### config.mk
export PLATFORM = sky130hd
export DESIGN_NAME = vga_stream_out_flat
export DESIGN_NICKNAME = d
export VERILOG_FILES = /design/src/rtl/vga_pkg.sv /design/src/rtl/vga_stream_out_if.sv /design/src/rtl/vga_timing_gen.sv /design/src/rtl/vga_stream_out.sv /design/src/flat_wrapper.sv
export SDC_FILE = /design/constraint.sdc
export NUM_CORES = 1
export LEC_CHECK = 0
export CELL_PAD_IN_SITES_DETAIL_PLACEMENT = 1
export CELL_PAD_IN_SITES_GLOBAL_PLACEMENT = 2
export CORE_MARGIN = 10
export CORE_UTILIZATION = 26
export DETAILED_ROUTE_END_ITERATION = 8
export HOLD_SLACK_MARGIN = 0.1
export PLACE_DENSITY = 0.78
export SYNTH_ARGS = -nofsm -noshare
export SYNTH_HDL_FRONTEND = slang
export SYNTH_HIERARCHICAL = 1
export SYNTH_SLANG_ARGS = --single-unit
### constraint.sdc
create_clock -name i_Clock -period 2.35 [get_ports i_Clock]
set_input_delay 0.47 -clock i_Clock [delete_from_list [all_inputs] [get_ports i_Clock]]
set_output_delay 0.47 -clock i_Clock [all_outputs]
set_load 0.05 [all_outputs]
### src/rtl/vga_pkg.sv
// vga_pkg: shared FSM state, RGB565 field layout and colour channel width conversion.
package vga_pkg;
    typedef enum logic {WAIT_SOF, RUN} vga_state_t;
    localparam int R_LSB = 11;
    localparam int R_W   = 5;
    localparam int G_LSB = 5;
    localparam int G_W   = 6;
    localparam int B_LSB = 0;
    localparam int B_W   = 5;
    // Right-aligned result: narrower outputs keep the field MSBs, wider ones repeat the field from its MSB.
    function automatic logic [7:0] vga_expand_channel(input logic [7:0] field, input int src_w, input int out_w);
        logic [7:0] r;
        r = '0;
        for (int i = 0; i < 8; i++)
            if (i < out_w) r[3'(out_w - 1 - i)] = field[3'(src_w - 1 - (i % src_w))];
        return r;
    endfunction
endpackage

### src/rtl/vga_stream_out_if.sv
// vga_stream_out_if: RGB565 AXI-Stream pixel channel from the VDMA MM2S port.
interface vga_stream_out_if;
    logic [15:0] tdata;
    logic        tuser;
    logic        tvalid;
    logic        tready;
    modport master(output tdata, tuser, tvalid, input tready);
    modport slave(input tdata, tuser, tvalid, output tready);
endinterface

### src/rtl/vga_timing_gen.sv
// vga_timing_gen: raster counters with active-region, sync (at configured polarity) and frame-sync decode.
module vga_timing_gen #(
    parameter int H_ACTIVE       = 640,
    parameter int H_FRONT        = 16,
    parameter int H_SYNC         = 96,
    parameter int H_BACK         = 48,
    parameter int V_ACTIVE       = 480,
    parameter int V_FRONT        = 10,
    parameter int V_SYNC         = 2,
    parameter int V_BACK         = 33,
    parameter int HSYNC_POLARITY = 0,
    parameter int VSYNC_POLARITY = 0
) (
    input  logic clk,
    input  logic rst_n,
    output logic active,
    output logic sof,
    output logic hsync,
    output logic vsync,
    output logic fsync
);
    localparam int H_TOTAL = H_ACTIVE + H_FRONT + H_SYNC + H_BACK;
    localparam int V_TOTAL = V_ACTIVE + V_FRONT + V_SYNC + V_BACK;
    localparam int HW = $clog2(H_TOTAL + 1);
    localparam int VW = $clog2(V_TOTAL + 1);
    localparam logic [HW-1:0] H_LAST = HW'(H_TOTAL - 1);
    localparam logic [HW-1:0] H_ACT  = HW'(H_ACTIVE);
    localparam logic [HW-1:0] HS_BEG = HW'(H_ACTIVE + H_FRONT);
    localparam logic [HW-1:0] HS_END = HW'(H_ACTIVE + H_FRONT + H_SYNC);
    localparam logic [VW-1:0] V_LAST = VW'(V_TOTAL - 1);
    localparam logic [VW-1:0] V_ACT  = VW'(V_ACTIVE);
    localparam logic [VW-1:0] VS_BEG = VW'(V_ACTIVE + V_FRONT);
    localparam logic [VW-1:0] VS_END = VW'(V_ACTIVE + V_FRONT + V_SYNC);
    localparam logic HP = 1'(HSYNC_POLARITY);
    localparam logic VP = 1'(VSYNC_POLARITY);
    logic [HW-1:0] h;
    logic [VW-1:0] v;
    always_ff @(posedge clk)
        if (!rst_n) begin
            h <= '0;
            v <= '0;
        end else begin
            h <= (h == H_LAST) ? '0 : h + 1'b1;
            if (h == H_LAST) v <= (v == V_LAST) ? '0 : v + 1'b1;
        end
    always_comb begin
        active = (h < H_ACT) && (v < V_ACT);
        sof    = (h == '0) && (v == '0);
        hsync  = (h >= HS_BEG && h < HS_END) ? HP : ~HP;
        vsync  = (v >= VS_BEG && v < VS_END) ? VP : ~VP;
        fsync  = (h == '0) && (v == V_ACT);
    end
endmodule

### src/rtl/vga_stream_out.sv
// vga_stream_out: RGB565 AXI-Stream to VGA scan-out with tuser frame alignment and underflow blanking.
// Optional: define VGA_STREAM_OUT_UNDERFLOW_STATUS_EN to add the saturating o_Underflow_Count port.
module vga_stream_out
    import vga_pkg::*;
#(
    parameter int BITS_PER_COLOR_CHANNEL = 4,
    parameter int H_ACTIVE       = 640,
    parameter int H_FRONT        = 16,
    parameter int H_SYNC         = 96,
    parameter int H_BACK         = 48,
    parameter int V_ACTIVE       = 480,
    parameter int V_FRONT        = 10,
    parameter int V_SYNC         = 2,
    parameter int V_BACK         = 33,
    parameter int HSYNC_POLARITY = 0,
    parameter int VSYNC_POLARITY = 0
) (
    input  logic                              i_Clock,
    input  logic                              i_Reset_n,
    vga_stream_out_if.slave                   s_axis,
    output logic                              o_mm2s_fsync,
    output logic [BITS_PER_COLOR_CHANNEL-1:0] o_Red,
    output logic [BITS_PER_COLOR_CHANNEL-1:0] o_Green,
    output logic [BITS_PER_COLOR_CHANNEL-1:0] o_Blue,
    output logic                              o_Horizontal_Sync,
    output logic                              o_Vertical_Sync,
    output logic                              o_Frame_Error
`ifdef VGA_STREAM_OUT_UNDERFLOW_STATUS_EN
    ,
    output logic [15:0]                       o_Underflow_Count
`endif
);
    localparam int BPC = BITS_PER_COLOR_CHANNEL;
    localparam logic HP = 1'(HSYNC_POLARITY);
    localparam logic VP = 1'(VSYNC_POLARITY);
    vga_state_t state, state_next;
    logic active, sof, hsync, vsync, fsync;
    logic show, err;
    logic [BPC-1:0] red, green, blue;

    vga_timing_gen #(
        .H_ACTIVE(H_ACTIVE), .H_FRONT(H_FRONT), .H_SYNC(H_SYNC), .H_BACK(H_BACK),
        .V_ACTIVE(V_ACTIVE), .V_FRONT(V_FRONT), .V_SYNC(V_SYNC), .V_BACK(V_BACK),
        .HSYNC_POLARITY(HSYNC_POLARITY), .VSYNC_POLARITY(VSYNC_POLARITY)
    ) u_timing (
        .clk(i_Clock), .rst_n(i_Reset_n), .active(active), .sof(sof),
        .hsync(hsync), .vsync(vsync), .fsync(fsync)
    );

    always_ff @(posedge i_Clock)
        if (!i_Reset_n) state <= WAIT_SOF;
        else state <= state_next;

    always_comb
        state_next = (state == WAIT_SOF) ? (show ? RUN : WAIT_SOF) : (err ? WAIT_SOF : RUN);

    // While hunting, non-SOF beats are drained and a tuser beat is parked until the raster reaches (0,0).
    always_comb begin
        s_axis.tready = 1'b0;
        show = 1'b0;
        err = 1'b0;
        if (i_Reset_n && state == WAIT_SOF) begin
            s_axis.tready = sof || !s_axis.tuser;
            show = sof && s_axis.tvalid && s_axis.tuser;
        end else if (i_Reset_n && active) begin
            s_axis.tready = (s_axis.tuser == sof);
            show = s_axis.tvalid && (s_axis.tuser == sof);
            err = s_axis.tvalid && (s_axis.tuser != sof);
        end
    end

    always_comb begin
        red   = BPC'(vga_expand_channel(8'(s_axis.tdata[R_LSB +: R_W]), R_W, BPC));
        green = BPC'(vga_expand_channel(8'(s_axis.tdata[G_LSB +: G_W]), G_W, BPC));
        blue  = BPC'(vga_expand_channel(8'(s_axis.tdata[B_LSB +: B_W]), B_W, BPC));
    end

    always_ff @(posedge i_Clock)
        if (!i_Reset_n) begin
            o_Red             <= '0;
            o_Green           <= '0;
            o_Blue            <= '0;
            o_Horizontal_Sync <= ~HP;
            o_Vertical_Sync   <= ~VP;
            o_mm2s_fsync      <= 1'b0;
            o_Frame_Error     <= 1'b0;
        end else begin
            o_Red             <= show ? red : '0;
            o_Green           <= show ? green : '0;
            o_Blue            <= show ? blue : '0;
            o_Horizontal_Sync <= hsync;
            o_Vertical_Sync   <= vsync;
            o_mm2s_fsync      <= fsync;
            o_Frame_Error     <= err;
        end

`ifdef VGA_STREAM_OUT_UNDERFLOW_STATUS_EN
    logic underflow;
    assign underflow = i_Reset_n && state == RUN && active && !s_axis.tvalid;
    always_ff @(posedge i_Clock)
        if (!i_Reset_n) o_Underflow_Count <= '0;
        else if (underflow && o_Underflow_Count != 16'hFFFF) o_Underflow_Count <= o_Underflow_Count + 1'b1;
`endif
endmodule

### src/flat_wrapper.sv
// flat-port wrapper written by rule: the top's interface ports become plain ports
module vga_stream_out_flat import vga_pkg::*;
#(
    parameter int BITS_PER_COLOR_CHANNEL = 4,
    parameter int H_ACTIVE       = 640,
    parameter int H_FRONT        = 16,
    parameter int H_SYNC         = 96,
    parameter int H_BACK         = 48,
    parameter int V_ACTIVE       = 480,
    parameter int V_FRONT        = 10,
    parameter int V_SYNC         = 2,
    parameter int V_BACK         = 33,
    parameter int HSYNC_POLARITY = 0,
    parameter int VSYNC_POLARITY = 0
)
  (i_Clock, i_Reset_n, o_mm2s_fsync, o_Red, o_Green, o_Blue, o_Horizontal_Sync, o_Vertical_Sync, o_Frame_Error, s_axis_tdata, s_axis_tuser, s_axis_tvalid, s_axis_tready);
  vga_stream_out_if s_axis_i ();
  input  logic i_Clock;
  input  logic i_Reset_n;
  output logic o_mm2s_fsync;
  output logic [BITS_PER_COLOR_CHANNEL-1:0] o_Red;
  output logic [BITS_PER_COLOR_CHANNEL-1:0] o_Green;
  output logic [BITS_PER_COLOR_CHANNEL-1:0] o_Blue;
  output logic o_Horizontal_Sync;
  output logic o_Vertical_Sync;
  output logic o_Frame_Error;
  input wire logic [$bits(s_axis_i.tdata)-1:0] s_axis_tdata;
  input wire logic [$bits(s_axis_i.tuser)-1:0] s_axis_tuser;
  input wire logic [$bits(s_axis_i.tvalid)-1:0] s_axis_tvalid;
  output wire logic [$bits(s_axis_i.tready)-1:0] s_axis_tready;
  assign s_axis_i.tdata = s_axis_tdata;
  assign s_axis_i.tuser = s_axis_tuser;
  assign s_axis_i.tvalid = s_axis_tvalid;
  assign s_axis_tready = s_axis_i.tready;
  vga_stream_out #(.BITS_PER_COLOR_CHANNEL(BITS_PER_COLOR_CHANNEL), .H_ACTIVE(H_ACTIVE), .H_FRONT(H_FRONT), .H_SYNC(H_SYNC), .H_BACK(H_BACK), .V_ACTIVE(V_ACTIVE), .V_FRONT(V_FRONT), .V_SYNC(V_SYNC), .V_BACK(V_BACK), .HSYNC_POLARITY(HSYNC_POLARITY), .VSYNC_POLARITY(VSYNC_POLARITY)) u_core (.i_Clock(i_Clock), .i_Reset_n(i_Reset_n), .s_axis(s_axis_i), .o_mm2s_fsync(o_mm2s_fsync), .o_Red(o_Red), .o_Green(o_Green), .o_Blue(o_Blue), .o_Horizontal_Sync(o_Horizontal_Sync), .o_Vertical_Sync(o_Vertical_Sync), .o_Frame_Error(o_Frame_Error));
endmodule
### M2 wires

Scale bar: 20 um.
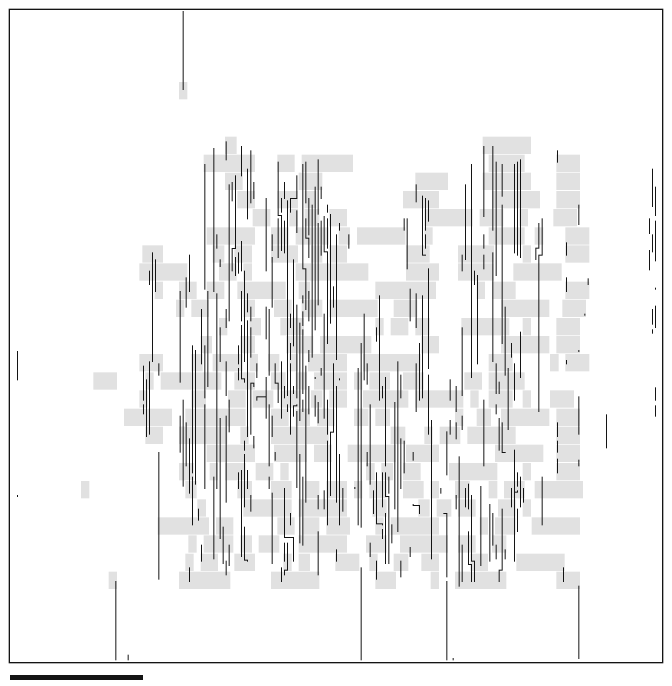
share of all routed wire: 45%
wire length on this layer: 2,070 um
longest straight run: 32.0 um
global-route met2 utilization: 15.1%
drt total wl: 4590 um

### Layout detail

Scale bar: 10 um. Region (29, 9) to (69, 49) um. Cells in gray, sequential cells in the stronger gray; small squares are vias.
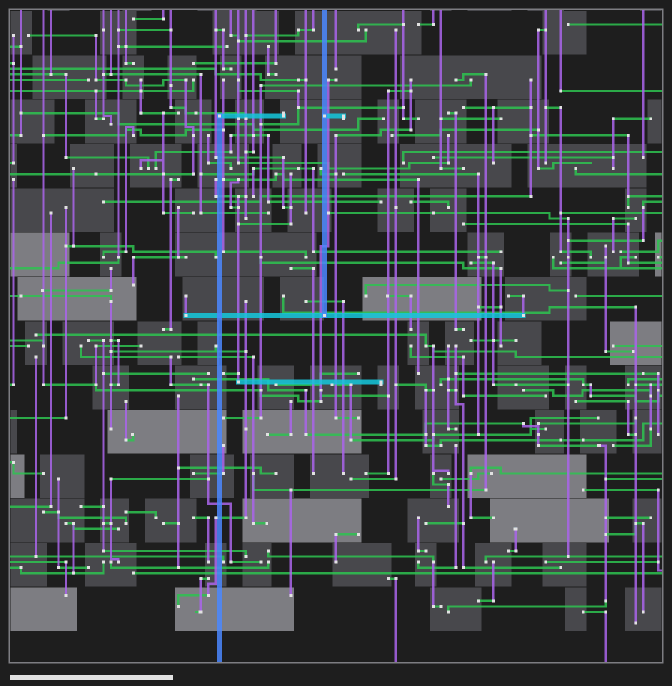
legend:
  metal 3:
    color: cyan
  metal 4:
    color: blue
  metal 2:
    color: purple
  metal 1:
    color: green
cells with their middle in the window: 89
most frequent: buf_4 (13), dfxtp_1 (8), nand2_1 (7)
netlist names of flops here include: `u_core/u_timing/h` (7)
sequential cells in the window: 9

==> impl_metrics.csv <==
group,metric,value,unit
detailed_routing,drtAntennaViolNets,0,
detailed_routing,met3_length,188,um
outcome,status,"complete, but fails checks",
layout,comb_area_share,42.3,%
critical_path,reg2regPathDepth,7,
run,cap_violations,0,
final_timing,final.setup.worst_slack,-320,ps
synth,synth_top_area_share,42.0,%
global_route,antenna_found_initial,0,
outcome,violations,"negative setup slack",
layout,fin_area,2320,um2
power,power_leader,"sequential cells",
layout,num-multi-input-gates,124,
critical_path,end_kind,"primary output",
synth,ys_sh_aoi,14.4,%
detailed_routing,drc_errors,0,
critical_path,crit_arrival,2200,ps
global_route,use_met1,11.9,%
final_timing,setup_violations,1,
layout,buffer_area_share,18.9,%
critical_path,crit_fanout,2,
synth,numSynthFlops,33,
place,dp_hpwl,3370,um
final_timing,finClkSkew,5.45,ps
power,comb_power_share,14.4,%
global_route,grtUsageTotal,9.51,%
global_route,grt.met3_usage,2.54,%
final_timing,fin_tns_setup,-320,ps
floorplan,chipArea,9570,um2
critical_path,r2r_setup_slack,200,ps
critical_path,start_kind,"flop",
floorplan,ioPinCount,37,
Power is estimated from default activity; no workload was simulated.
